**config.mk**
```make
export PLATFORM = sky130hd
export DESIGN_NAME = div64_seq
export DESIGN_NICKNAME = d
export VERILOG_FILES = /design/src/rtl/div64_seq_pkg.sv /design/src/rtl/div64_seq_step.sv /design/src/rtl/div64_seq.sv
export SDC_FILE = /design/constraint.sdc
export NUM_CORES = 1
export LEC_CHECK = 0
export CAP_MARGIN = 10
export CORE_MARGIN = 1
export CORE_UTILIZATION = 30
export CTS_CLUSTER_DIAMETER = 100
export DETAILED_ROUTE_END_ITERATION = 8
export DONT_BUFFER_PORTS = 1
export GPL_ROUTABILITY_DRIVEN = 0
export PLACE_DENSITY = 0.53
export SLEW_MARGIN = 25
export SYNTH_ARGS = -nofsm -noshare
export SYNTH_HDL_FRONTEND = slang
export SYNTH_SLANG_ARGS = --single-unit
```
**constraint.sdc**
```tcl
create_clock -name clk -period 3.4 [get_ports clk]
set_clock_uncertainty 0.1 [all_clocks]
set_input_delay 0.34 -clock clk [delete_from_list [all_inputs] [get_ports clk]]
set_output_delay 0.34 -clock clk [all_outputs]
set_load 0.01 [all_outputs]
```
**src/rtl/div64_seq_pkg.sv**
```systemverilog
// Shared definitions for the sequential 64-bit divider: operation encodings,
// widths, FSM state type and two's-complement helpers.
package div64_seq_pkg;

    localparam int XLEN  = 64;
    localparam int CNT_W = 6;

    localparam logic [1:0] DIV_OP_DIV  = 2'b00;
    localparam logic [1:0] DIV_OP_DIVU = 2'b01;
    localparam logic [1:0] DIV_OP_REM  = 2'b10;
    localparam logic [1:0] DIV_OP_REMU = 2'b11;

    localparam logic [XLEN-1:0] DIV_MIN_SIGNED = 64'h8000_0000_0000_0000;
    localparam logic [XLEN-1:0] DIV_ALL_ONES   = 64'hFFFF_FFFF_FFFF_FFFF;

    typedef enum logic [1:0] {
        ST_IDLE = 2'b00,
        ST_RUN  = 2'b01,
        ST_FIX  = 2'b10
    } div_state_e;

    function automatic logic [XLEN-1:0] neg2c(input logic [XLEN-1:0] v);
        return ~v + 64'd1;
    endfunction

    // Magnitude of a signed operand; the most negative value maps to itself,
    // which is still the correct unsigned magnitude.
    function automatic logic [XLEN-1:0] mag(input logic [XLEN-1:0] v, input logic is_signed);
        return (is_signed && v[XLEN-1]) ? neg2c(v) : v;
    endfunction

endpackage

```
**src/rtl/div64_seq_step.sv**
```systemverilog
// One restoring-division iteration: shift {R,Q} left and conditionally subtract
// the divisor using a 65-bit difference whose top bit is the borrow.
module div_step
    import div64_seq_pkg::*;
(
    input  logic [XLEN-1:0] rem,
    input  logic [XLEN-1:0] quo,
    input  logic [XLEN-1:0] divisor,
    output logic [XLEN-1:0] rem_next,
    output logic [XLEN-1:0] quo_next
);

    logic [XLEN:0] rem_sh_s;
    logic [XLEN:0] diff_s;

    // Shifted partial remainder can reach 2*divisor-1, hence the extra bit.
    always_comb begin
        rem_sh_s = {rem, quo[XLEN-1]};
        diff_s   = rem_sh_s - {1'b0, divisor};
        if (diff_s[XLEN] == 1'b0) begin
            rem_next = diff_s[XLEN-1:0];
            quo_next = {quo[XLEN-2:0], 1'b1};
        end else begin
            rem_next = rem_sh_s[XLEN-1:0];
            quo_next = {quo[XLEN-2:0], 1'b0};
        end
    end

endmodule

```
**src/rtl/div64_seq.sv**
```systemverilog
// Iterative RV64 divider (DIV/DIVU/REM/REMU): one quotient bit per clock with
// a start/busy/done handshake, RISC-V special cases and synchronous flush.
module div64_seq
    import div64_seq_pkg::*;
(
    input  logic            clk,
    input  logic            rst_n,
    input  logic            start,
    input  logic            flush,
    input  logic [1:0]      op,
    input  logic [XLEN-1:0] a,
    input  logic [XLEN-1:0] b,
    output logic            busy,
    output logic            done,
    output logic [XLEN-1:0] result
);

    div_state_e       state_r, state_s;
    logic [CNT_W-1:0] cnt_r, cnt_s;
    logic [1:0]       op_r, op_s;
    logic             neg_q_r, neg_q_s;
    logic             neg_rem_r, neg_rem_s;
    logic [XLEN-1:0]  rem_r, rem_s;
    logic [XLEN-1:0]  quo_r, quo_s;
    logic [XLEN-1:0]  div_r, div_s;
    logic [XLEN-1:0]  result_r, result_s;
    logic             busy_r, busy_s;
    logic             done_r, done_s;

    logic [XLEN-1:0]  step_rem_s;
    logic [XLEN-1:0]  step_quo_s;
    logic             is_signed_s;

    div_step u_step (
        .rem      (rem_r),
        .quo      (quo_r),
        .divisor  (div_r),
        .rem_next (step_rem_s),
        .quo_next (step_quo_s)
    );

    // Next-state and datapath update for the IDLE/RUN/FIX sequence.
    always_comb begin
        state_s     = state_r;
        cnt_s       = cnt_r;
        op_s        = op_r;
        neg_q_s     = neg_q_r;
        neg_rem_s   = neg_rem_r;
        rem_s       = rem_r;
        quo_s       = quo_r;
        div_s       = div_r;
        result_s    = result_r;
        busy_s      = busy_r;
        done_s      = 1'b0;
        is_signed_s = ~op[0];

        case (state_r)
            ST_IDLE: begin
                if (flush) begin
                    state_s = ST_IDLE;
                end else if (start) begin
                    op_s   = op;
                    busy_s = 1'b1;
                    div_s  = mag(b, is_signed_s);
                    if (b == {XLEN{1'b0}}) begin
                        // Special results are preloaded so FIX passes them through unsigned.
                        quo_s     = DIV_ALL_ONES;
                        rem_s     = a;
                        neg_q_s   = 1'b0;
                        neg_rem_s = 1'b0;
                        state_s   = ST_FIX;
                    end else if (is_signed_s && (a == DIV_MIN_SIGNED) && (b == DIV_ALL_ONES)) begin
                        quo_s     = a;
                        rem_s     = {XLEN{1'b0}};
                        neg_q_s   = 1'b0;
                        neg_rem_s = 1'b0;
                        state_s   = ST_FIX;
                    end else begin
                        quo_s     = mag(a, is_signed_s);
                        rem_s     = {XLEN{1'b0}};
                        cnt_s     = {CNT_W{1'b0}};
                        neg_q_s   = is_signed_s & (a[XLEN-1] ^ b[XLEN-1]);
                        neg_rem_s = is_signed_s & a[XLEN-1];
                        state_s   = ST_RUN;
                    end
                end else begin
                    state_s = ST_IDLE;
                end
            end
            ST_RUN: begin
                if (flush) begin
                    state_s = ST_IDLE;
                    busy_s  = 1'b0;
                end else begin
                    rem_s = step_rem_s;
                    quo_s = step_quo_s;
                    cnt_s = cnt_r + 6'd1;
                    if (cnt_r == {CNT_W{1'b1}}) begin
                        state_s = ST_FIX;
                    end else begin
                        state_s = ST_RUN;
                    end
                end
            end
            ST_FIX: begin
                if (flush) begin
                    state_s = ST_IDLE;
                    busy_s  = 1'b0;
                end else begin
                    if (op_r[1]) begin
                        result_s = neg_rem_r ? neg2c(rem_r) : rem_r;
                    end else begin
                        result_s = neg_q_r ? neg2c(quo_r) : quo_r;
                    end
                    done_s  = 1'b1;
                    busy_s  = 1'b0;
                    state_s = ST_IDLE;
                end
            end
            default: begin
                state_s = ST_IDLE;
                busy_s  = 1'b0;
            end
        endcase
    end

    // State and datapath registers; reset discards any operation in flight.
    always_ff @(posedge clk or negedge rst_n) begin
        if (!rst_n) begin
            state_r   <= ST_IDLE;
            cnt_r     <= {CNT_W{1'b0}};
            op_r      <= 2'b00;
            neg_q_r   <= 1'b0;
            neg_rem_r <= 1'b0;
            rem_r     <= {XLEN{1'b0}};
            quo_r     <= {XLEN{1'b0}};
            div_r     <= {XLEN{1'b0}};
            result_r  <= {XLEN{1'b0}};
            busy_r    <= 1'b0;
            done_r    <= 1'b0;
        end else begin
            state_r   <= state_s;
            cnt_r     <= cnt_s;
            op_r      <= op_s;
            neg_q_r   <= neg_q_s;
            neg_rem_r <= neg_rem_s;
            rem_r     <= rem_s;
            quo_r     <= quo_s;
            div_r     <= div_s;
            result_r  <= result_s;
            busy_r    <= busy_s;
            done_r    <= done_s;
        end
    end

    assign busy   = busy_r;
    assign done   = done_r;
    assign result = result_r;

endmodule

```
Fig. 1: run 1, wiring by layer
Scale: 1.5 px per um.
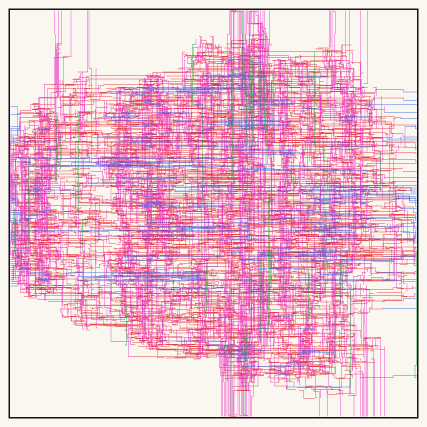
| layer | colour | wire length |
|---|---|---|
| M1 | red | 43.5 mm |
| M3 | blue | 8300 um |
| M4 | green | 2730 um |
| M2 | magenta | 37.2 mm |

Fig. 2: run 1, M4 wires
Scale: 2 px per um. Supply wires on this layer in grey. Cells faint in the background.
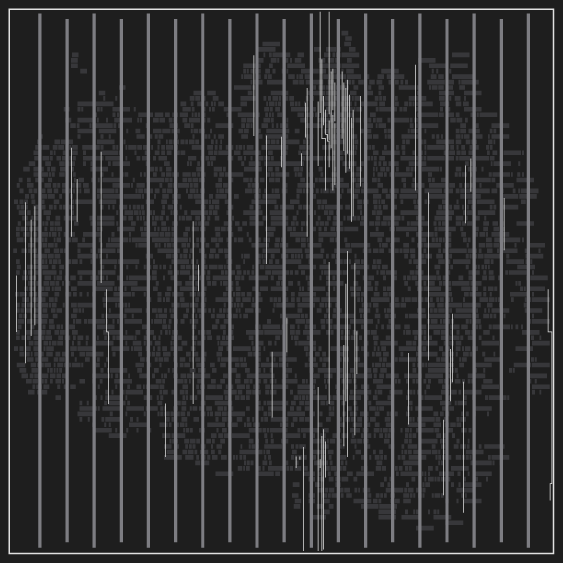
nets with wire on the layer: 51
main direction: vertical

==> run summary, run 1 <==
flow finished, numbers: wl on met1=43480 um, Tap Cells=roughly 950, post-CTS sizing=15, Post-CTS Setup Inserts=3, root buffer cell=clkbuf_16, Slew Viols, Final=0, P_clk=4.00 mW, # Max-Cap Violations=0, Die Y=271.3 um, worst-margin pin slew=907.5 ps, crit path launch=rem_r[54], Clock Latency Late Sink=570 ps, setup slack after layout=64.22 ps, DRT iter0 DRCs=2282, fillers=7496, register area=6740 um^2, Top Layout Cells=nand2_1, o21ai_0, buf_4, dfrtp_1, a21oi_1, #MultiIn Comb=2300, RR Startpoint=rem_r[54], layout cell share with drive strength beyond 1=0.1644, number of enable flip-flop cells=0, fmax=299.8 MHz, xor+xnor area frac=0.1212, Detail Placement HPWL=69050 um, crit-path cells=ha_1 -> a21oi_1 -> o21ai_1 -> a21oi_2 -> nand2b_1 -> o211a_1 -> o221ai_4 -> xnor2_4 -> buf_12 -> buf_4 -> nor3_1 -> a31oi_1 -> a21oi_1, Die W=271.3 um, Critical Path Most Common Cell=a21oi_1, first drt pass iteration count=5, CP Capture Point=rem_r[3], Layout Nets=3371, Worst setup EP type=register, RSZ-0062 raised after global routing=true, top power group=combinational logic, Seq/Total Area, Yosys=0.3094, die area=73610 um^2, cts hold-fix bufs=137, ys flop type=dfrtp_1, Top non-seq family=AND-OR/OR-AND gates, Post-Synth Simple-Gate Area=0.2211, aoi share=0.2523, CP top delay family=AND-OR/OR-AND gates, CP max stage delay=~460 ps, flop share of the area=0.2394, Leading cell kind=combinational gates, logic area=14660 um^2, Synth area leader=dfrtp_1, hold slack=-626.0 ps, Final Hold Violation Tally=around 270, status=finished, violations left, synthesis area per yosys=21760 um^2, WP data arrival=3670 ps, routed vias/inst=5.562, startpoint types=register, antenna violations before repair=2, met3 Resource Use GR=0.05396, first-pass GRT wire length=137300 um, failing checks=negative hold slack, syn_area_per_cell=roughly 7.7 um^2, FFs & Latches=269, clk sinks=269, leakage=11.26 nW, Largest cells by area=dfrtp_1, o21ai_0, xor2_1, Req. time, crit path=3730 ps, RR Endpoint=rem_r[3], diode count=2, Clock-cell share=0.04342, Top Ports=around 200, H-tree levels=2, # clk buffers=49, clk buf depth=3, Area leader share=0.3094, Synth async-reset ratio=1.000, Area growth syn-to-layout=29.39%, tool warning count=35, cell row count=98, Cells after Synth=2842, Max Used Layer=met4
Fig. 3: run 1, sequential cells coloured by netlist name
Scale: 1.5 px per um. Other sequential cells in the stronger grey, the rest of the logic in the fainter grey.
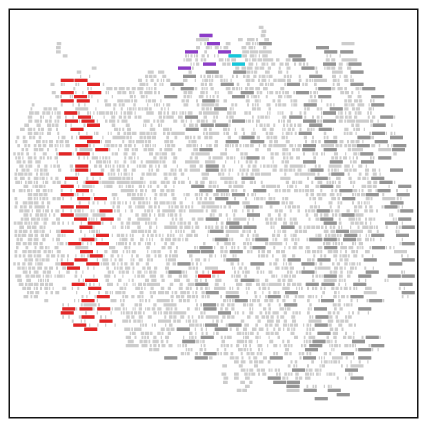
| netlist name | colour | flops |
|---|---|---|
| `div_r` | red | 64 |
| `state_r` | cyan | 2 |
| `cnt_r` | purple | 6 |

==> run 2: changes to the inputs <==
- SYNTH_HIERARCHICAL: unset -> 1
Fig. 4: run 2, local utilization
Scale: 1.5 px per um. 28 x 28 tiles, from white (low) to dark blue (high), 0 to 100% covered.
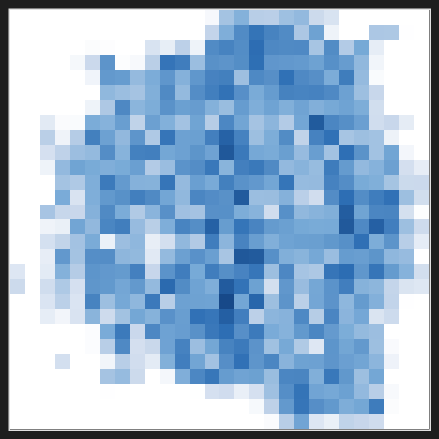
nearly empty tiles: 26%
densest ninth of the die: centre
tiles over 75% full: 2.3%
mean over tiles: 35%

Fig. 5: run 2, the clock network
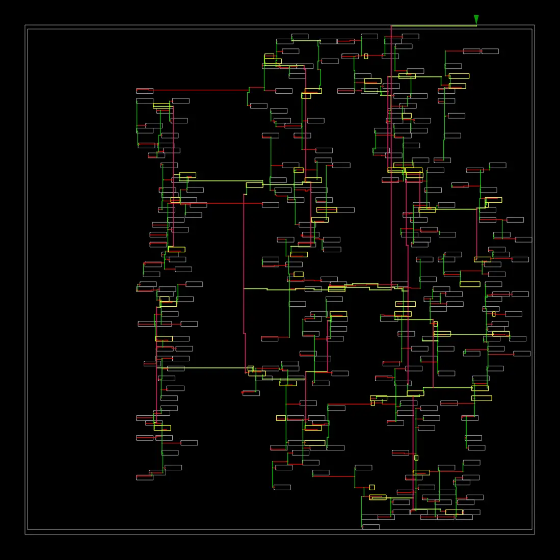
CTS Buf Count: 34
Clock Latency Late Sink: 570 ps

Fig. 6: run 2, sequential cells coloured by netlist name
Scale: 1.5 px per um. Other sequential cells in the stronger grey, the rest of the logic in the fainter grey.
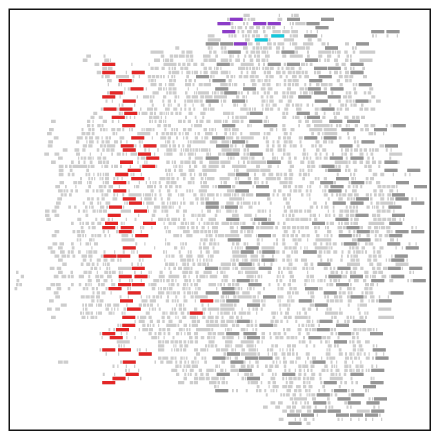
| netlist name | colour | flops |
|---|---|---|
| `cnt_r` | purple | 6 |
| `state_r` | cyan | 2 |
| `div_r` | red | 64 |
final core occ: 0.3743
Power Sequential: 5.36 mW
flop share of the area: 0.2367
register area: 6741 um^2

==> run summary, run 2 <==
flow finished, numbers: RR Startpoint=div_r[57], Area leader share=0.2910, crit-path cells=inv_1 -> ha_4 -> a21oi_2 -> o21ai_2 -> a21o_1 -> a21o_1 -> a21o_1 -> a221o_1 -> a21oi_4 -> xnor2_4 -> buf_12 -> buf_12 -> buf_12 -> mux2_4 -> nand2_1 -> a31oi_1, first drt pass iteration count=5, post-CTS sizing=35, Final Cycle Share=1.003, CP max stage delay=410 ps, diode count=2, Clock-cell share=0.04359, worst-margin pin slew=1029 ps, top power group=combinational logic, Detail Placement HPWL=67220 um, Post-CTS Setup Inserts=10, RR Endpoint=rem_r[46], Leading cell kind=combinational gates, Worst setup EP type=register, Top Ports=about 200, cts hold-fix bufs=139, Setup-failing EPs final=4, # clk buffers=~44, routed vias/inst=5.516, syn_area_per_cell=7.902 um^2, cell row count=roughly 100, CP top delay family=AND-OR/OR-AND gates, setup slack after layout=-10.73 ps, Req. time, crit path=3690 ps, Slew Viols, Final=0, P_clk=4.16 mW, Synth async-reset ratio=1.000, status=finished, violations left, CP Capture Point=rem_r[46], Die Y=279.7 um, Final Hold Violation Tally=269, Top non-seq family=simple AND/OR/NAND/NOR gates, met3 Resource Use GR=0.04721, startpoint types=register, Cell Area, Placed=roughly 25000 um^2, die area=between 70000 and 80000 um^2, WP data arrival=3710 ps, fmax=~290 MHz, Cells after Synth=2927, leakage=11.00 nW, root buffer cell=clkbuf_16, Die W=279.7 um, fillers=8023, Max Used Layer=met5, layout cell share with drive strength beyond 1=0.1622, number of enable flip-flop cells=0, met3 WL=7836 um, Top Layout Cells=nand2_1, dfrtp_1, o21ai_0, buf_4, Netlist cell types=77, Buf/Inv on CP=4, Seq/Total Area, Yosys=0.2910, DRT iter0 DRCs=2060, hold slack=-606.4 ps, aoi share=0.2094, # Max-Cap Violations=0, crit path launch=div_r[57], logic area=15180 um^2, Initial Util=0.3040, #MultiIn Comb=2309, failing checks=negative hold slack, negative setup slack, Layout Nets=3309, FFs & Latches=269, Synth area leader=dfrtp_1, fa+ha+maj area frac=0.03873, RSZ-0062 raised after global routing=true, Post-Synth Simple-Gate Area=0.2304
==> run 3: changes to the inputs <==
- PLACE_DENSITY: 0.53 -> 0.52
- clock period: 3.4 -> 3.75 ns (I/O delays scaled with it)
Fig. 7: run 3, local utilization
Scale: 1.5 px per um. 28 x 28 tiles, from white (low) to dark blue (high), 0 to 100% covered.
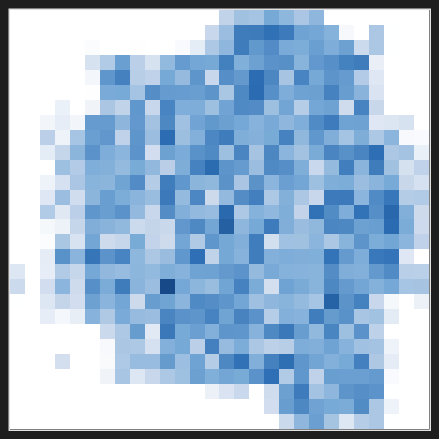
mean over tiles: 33%
fullest tile: 90%
tiles over 75% full: 1.3%

Fig. 8: run 3, wiring by layer
Scale: 1.5 px per um.
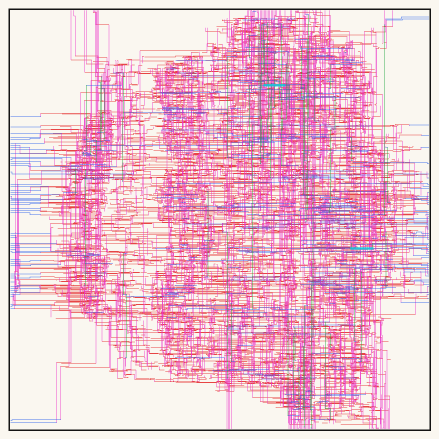
| layer | colour | wire length |
|---|---|---|
| M1 | red | 43.6 mm |
| M5 | cyan | 26.7 um |
| M2 | magenta | 38.2 mm |
| M3 | blue | 7210 um |
| M4 | green | 2940 um |
Total Routing Usage GR: 0.2297
drt wl/cell: 22.67 um
final WL: 92050 um
via count: 22455

Fig. 9: run 3, the clock network
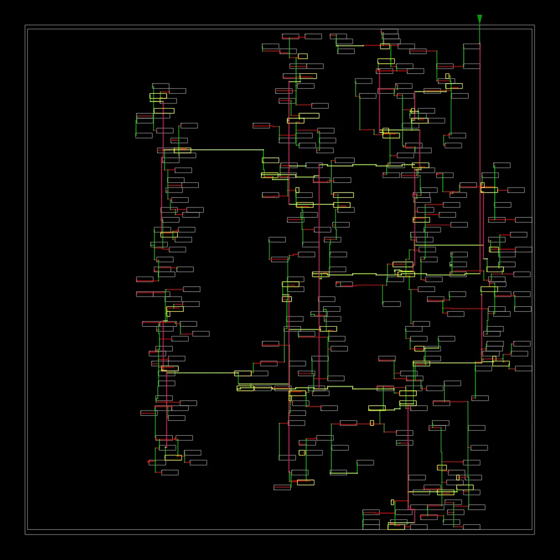
P_clk: 3.59 mW
clk sinks: 269
FFs & Latches: 269
Clock Latency Late Sink: 550 ps
# clk buffers: 46

==> run summary, run 3 <==
flow finished, numbers: worst-margin pin slew=1018 ps, Top non-seq family=simple AND/OR/NAND/NOR gates, final core occ=0.3571, Leading cell kind=combinational gates, Worst setup EP type=register, Power Sequential=4.86 mW, Cells after Synth=2927, Initial Util=0.3040, Detail Placement HPWL=66940 um, Top Ports=200, number of enable flip-flop cells=0, synthesis area per yosys=23130 um^2, startpoint types=register, tool warning count=35, Area growth syn-to-layout=17.45%, Netlist cell types=roughly 77, RSZ-0062 raised after global routing=false, status=finished, violations left, RR Startpoint=rem_r[13], leakage=10.41 nW, Post-Synth Simple-Gate Area=0.2304, xor+xnor area frac=0.1140, met3 WL=7212 um, Final Hold Violation Tally=269, cts hold-fix bufs=133, failing checks=negative hold slack, crit-path cells=ha_1 -> a21oi_1 -> o21ai_0 -> or3_1 -> a211oi_2 -> o31ai_2 -> o21ai_0 -> nor2b_1 -> o21ai_0 -> xor2_1 -> mux2_4 -> nand2_1 -> a31oi_1, fillers=approximately 8000, Synth area leader=dfrtp_1, CP max stage delay=470 ps, diode count=0, #MultiIn Comb=2309, logic area=14890 um^2, Layout Nets=3213, H-tree levels=2, Clock-cell share=0.04389, Die W=roughly 280 um, syn_area_per_cell=roughly 7.9 um^2, # Max-Cap Violations=0, met3 Resource Use GR=0.04237, Top Layout Cells=nand2_1, dfrtp_1, o21ai_0, a21oi_1, nor2_1, Largest cells by area=dfrtp_1, xnor2_1, o21ai_0, first drt pass iteration count=5, aoi share=0.2094, cell row count=101, Area leader share=0.2910, crit path launch=rem_r[13], hold slack=-575.8 ps, Slew Viols, Final=0, Synth async-reset ratio=1.000, register area=just under 7000 um^2, fmax=283.0 MHz, post-CTS sizing=1
Power and IR drop assume default switching activity.
